[src/rtl/lsu.sv]
// ---------------------------------------------------------------------------
// lsu -- load/store unit between the execute stage and a simple word bus.
//
// One memory operation is accepted at a time and walked through the states
// IDLE -> REQ -> (WAIT) -> RESP. Stores place their data on the byte lanes
// selected by the address. Loads pull the addressed lane out of the returned
// word and sign- or zero-extend it. A misaligned access or an illegal size
// skips the bus completely and completes with o_fault.
//
// Ports
//   i_clk, i_rst_n            clock, synchronous active-low reset
//   i_req_valid / o_req_ready request handshake from execute
//   i_addr, i_we, i_size,     effective address, store flag, access size
//   i_unsigned, i_wdata       (0 byte, 1 half, 2 word), zero-extend, store data
//   o_rsp_valid               one-cycle completion pulse
//   o_rdata, o_fault          extended load data and fault flag, valid with
//                             o_rsp_valid
//   o_mem_valid / i_mem_ready bus request handshake
//   o_mem_addr, o_mem_we,     word-aligned address, write enable,
//   o_mem_wstrb, o_mem_wdata  byte strobes, lane-placed write data
//   i_mem_rvalid, i_mem_rdata read return and full read word
// ---------------------------------------------------------------------------
module lsu (
  input  logic        i_clk,
  input  logic        i_rst_n,
  input  logic        i_req_valid,
  output logic        o_req_ready,
  input  logic [31:0] i_addr,
  input  logic        i_we,
  input  logic [1:0]  i_size,
  input  logic        i_unsigned,
  input  logic [31:0] i_wdata,
  output logic        o_rsp_valid,
  output logic [31:0] o_rdata,
  output logic        o_fault,
  output logic        o_mem_valid,
  input  logic        i_mem_ready,
  output logic [31:0] o_mem_addr,
  output logic        o_mem_we,
  output logic [3:0]  o_mem_wstrb,
  output logic [31:0] o_mem_wdata,
  input  logic        i_mem_rvalid,
  input  logic [31:0] i_mem_rdata
);

  localparam logic [1:0] IDLE = 2'd0;
  localparam logic [1:0] REQ  = 2'd1;
  localparam logic [1:0] WAIT = 2'd2;
  localparam logic [1:0] RESP = 2'd3;

  localparam logic [1:0] SZ_BYTE = 2'd0;
  localparam logic [1:0] SZ_HALF = 2'd1;
  localparam logic [1:0] SZ_WORD = 2'd2;

  logic [1:0] state;
  logic [1:0] addr_lo;
  logic [1:0] size_q;
  logic       uns_q;

  function automatic logic access_fault(input logic [1:0] size, input logic [1:0] lo);
    case (size)
      SZ_BYTE: access_fault = 1'b0;
      SZ_HALF: access_fault = lo[0];
      SZ_WORD: access_fault = (lo != 2'b00);
      default: access_fault = 1'b1;
    endcase
  endfunction

  function automatic logic [3:0] store_strb(input logic [1:0] size, input logic [1:0] lo);
    case (size)
      SZ_BYTE: store_strb = 4'b0001 << lo;
      SZ_HALF: store_strb = 4'b0011 << lo;
      default: store_strb = 4'b1111;
    endcase
  endfunction

  // Replicating the low-order data onto every lane lets the strobes alone
  // select which bytes the bus writes.
  function automatic logic [31:0] store_data(input logic [1:0] size, input logic [31:0] wd);
    case (size)
      SZ_BYTE: store_data = {4{wd[7:0]}};
      SZ_HALF: store_data = {2{wd[15:0]}};
      default: store_data = wd;
    endcase
  endfunction

  function automatic logic [31:0] load_extract(input logic [31:0] word, input logic [1:0] size,
                                               input logic [1:0] lo, input logic uns);
    logic [7:0]  b;
    logic [15:0] h;
    case (lo)
      2'd0:    b = word[7:0];
      2'd1:    b = word[15:8];
      2'd2:    b = word[23:16];
      default: b = word[31:24];
    endcase
    h = lo[1] ? word[31:16] : word[15:0];
    case (size)
      SZ_BYTE: load_extract = uns ? {24'h0, b} : {{24{b[7]}}, b};
      SZ_HALF: load_extract = uns ? {16'h0, h} : {{16{h[15]}}, h};
      default: load_extract = word;
    endcase
  endfunction

  assign o_req_ready = (state == IDLE);
  assign o_mem_valid = (state == REQ);
  assign o_rsp_valid = (state == RESP);

  always_ff @(posedge i_clk) begin
    if (!i_rst_n) begin
      state       <= IDLE;
      addr_lo     <= 2'b00;
      size_q      <= 2'b00;
      uns_q       <= 1'b0;
      o_rdata     <= 32'h0;
      o_fault     <= 1'b0;
      o_mem_addr  <= 32'h0;
      o_mem_we    <= 1'b0;
      o_mem_wstrb <= 4'h0;
      o_mem_wdata <= 32'h0;
    end else begin
      case (state)
        IDLE: begin
          if (i_req_valid) begin
            addr_lo <= i_addr[1:0];
            size_q  <= i_size;
            uns_q   <= i_unsigned;
            if (access_fault(i_size, i_addr[1:0])) begin
              // Faulting ops never touch the bus; the bus outputs keep
              // their previous values while o_mem_valid stays low.
              o_fault <= 1'b1;
              o_rdata <= 32'h0;
              state   <= RESP;
            end else begin
              o_fault     <= 1'b0;
              o_mem_addr  <= {i_addr[31:2], 2'b00};
              o_mem_we    <= i_we;
              o_mem_wstrb <= i_we ? store_strb(i_size, i_addr[1:0]) : 4'h0;
              o_mem_wdata <= i_we ? store_data(i_size, i_wdata) : 32'h0;
              state       <= REQ;
            end
          end
        end
        REQ: begin
          if (i_mem_ready) begin
            if (o_mem_we) begin
              o_rdata <= 32'h0;
              state   <= RESP;
            end else begin
              state   <= WAIT;
            end
          end
        end
        WAIT: begin
          if (i_mem_rvalid) begin
            o_rdata <= load_extract(i_mem_rdata, size_q, addr_lo, uns_q);
            state   <= RESP;
          end
        end
        default: state <= IDLE;
      endcase
    end
  end

endmodule

[config.mk]
export PLATFORM = sky130hd
export DESIGN_NAME = lsu
export DESIGN_NICKNAME = d
export VERILOG_FILES = /design/src/rtl/lsu.sv
export SDC_FILE = /design/constraint.sdc
export NUM_CORES = 1
export LEC_CHECK = 0
export CAP_MARGIN = 25
export CORE_MARGIN = 8
export CORE_UTILIZATION = 45
export DETAILED_ROUTE_END_ITERATION = 16
export HOLD_SLACK_MARGIN = 0.12
export PLACE_DENSITY = 0.89
export RECOVER_POWER = 50
export SLEW_MARGIN = 10
export SYNTH_ARGS = -nofsm -noshare
export SYNTH_HDL_FRONTEND = slang
export SYNTH_SLANG_ARGS = --single-unit
[constraint.sdc]
create_clock -name i_clk -period 5.1 [get_ports i_clk]
set_clock_uncertainty 0.05 [all_clocks]
set_input_delay 0.765 -clock i_clk [delete_from_list [all_inputs] [get_ports i_clk]]
set_output_delay 0.765 -clock i_clk [all_outputs]
set_load 0.02 [all_outputs]
Figure 1. Supply network.
Bar = 20 um. Pins as bars on the die edge. Tap cells in gray.
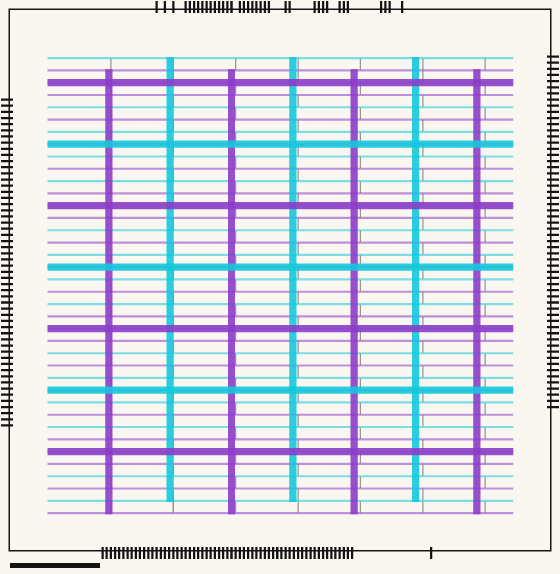
VDD -> cyan
VSS -> purple
met4 straps = 7
met5 straps = 7
VDD IR max: 0.000181 V
Core Area: 10400 um2

Figure 2. Port wiring.
Bar = 20 um.
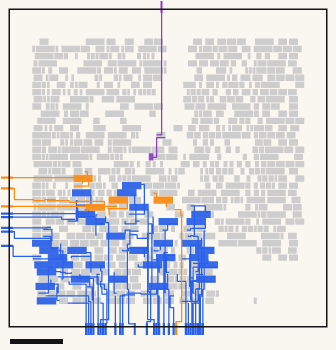
i_unsigned -> purple  # bits 1, direction input, edge north, end cells 1, buffers 1, wire 60.9 um
o_mem_wstrb -> orange  # bits 4, direction output, edge 3 west, 1 south, end cells 4, buffers 4, wire 202 um
o_mem_wdata -> blue  # bits 32, direction output, edge 27 south, 5 west, end cells 32, buffers 32, wire 1260 um
# IOs: 210
port bufs: 207

==> flow_metrics.py <==
# Auto-generated metrics
metrics = {
    "run_status": {
        "status": "completed",
    },
    "synthesis": {
        "netlist_instances": 548,
        "xor_share_pct": 0,
        "top_area_share_pct": 44.5,
        "top_cells_by_count": "dfxtp_1, nand2_1, a21oi_1",
        "async_reset_ff_share_pct": 0,
    },
    "routing": {
        "wl_met3_um": 1510,
        "wl_met1_um": 6670,
    },
    "worst_setup_path": {
        "rr_worst_depth": 7,
        "cp_num_buf_inv": 2,
    },
    "timing": {
        "hold_viol": 0,
        "max_slew.worst_pin.slew_ns": 1.42,
    },
    "die": {
        "die_w_um": 119,
    },
    "cells_and_area": {
        "final-clk-cell-share_pct": 2.79,
        "signal_buffers": 214,
        "final_area_um2": 7090,
    },
    "pwr": {
        "p_seq_mw": 0.983,
        "cellInternalPower_mw": 1.51,
    },
    "grt": {
        "grt_pass1_wl_um": 26300,
        "antenna_found_initial": 0,
    },
    "placement": {
        "placed_area_um2": 6900,
    },
}
Figure 3. Cell area per tile.
Bar = 20 um. 12 x 12 tiles, from white (low) to dark blue (high), 0 to 100% covered.
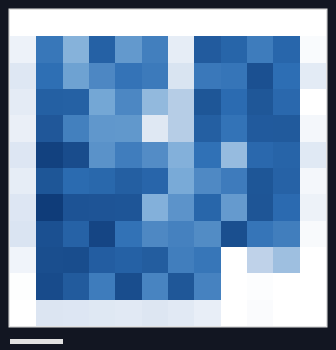
nearly empty tiles = 17%
tiles over 75% full = 32%
mean over tiles = 49%
emptiest ninth of the die = south-east
Core Util, Final: 68.4%
Core Util at FP: 46.4%

-- sequential cells by signal (all words and copies together) (netlist names) --
name	flops
o_mem_we	1
state	2
o_mem_wstrb	4
o_mem_addr	30
size_q	2
uns_q	1
o_mem_wdata	32
o_rdata	32
addr_lo	2
o_fault	1
-- worst min path at each step --
| stage | cells past startpoint | slack [ns] | to | start |
|---|---|---|---|---|
| floorplan | 2 | 0.41 | uns_q | uns_q |
| global placement | 2 | 0.39 | o_mem_addr[31] | o_mem_addr[31] |
| detailed placement | 2 | 0.40 | o_mem_addr[19] | o_mem_addr[19] |
| CTS | 2 | 0.41 | o_mem_addr[19] | o_mem_addr[19] |
| global route | 2 | 0.43 | o_mem_addr[4] | o_mem_addr[4] |
| finish | 2 | 0.41 | o_mem_addr[19] | o_mem_addr[19] |
Power is estimated from default activity; no workload was simulated.
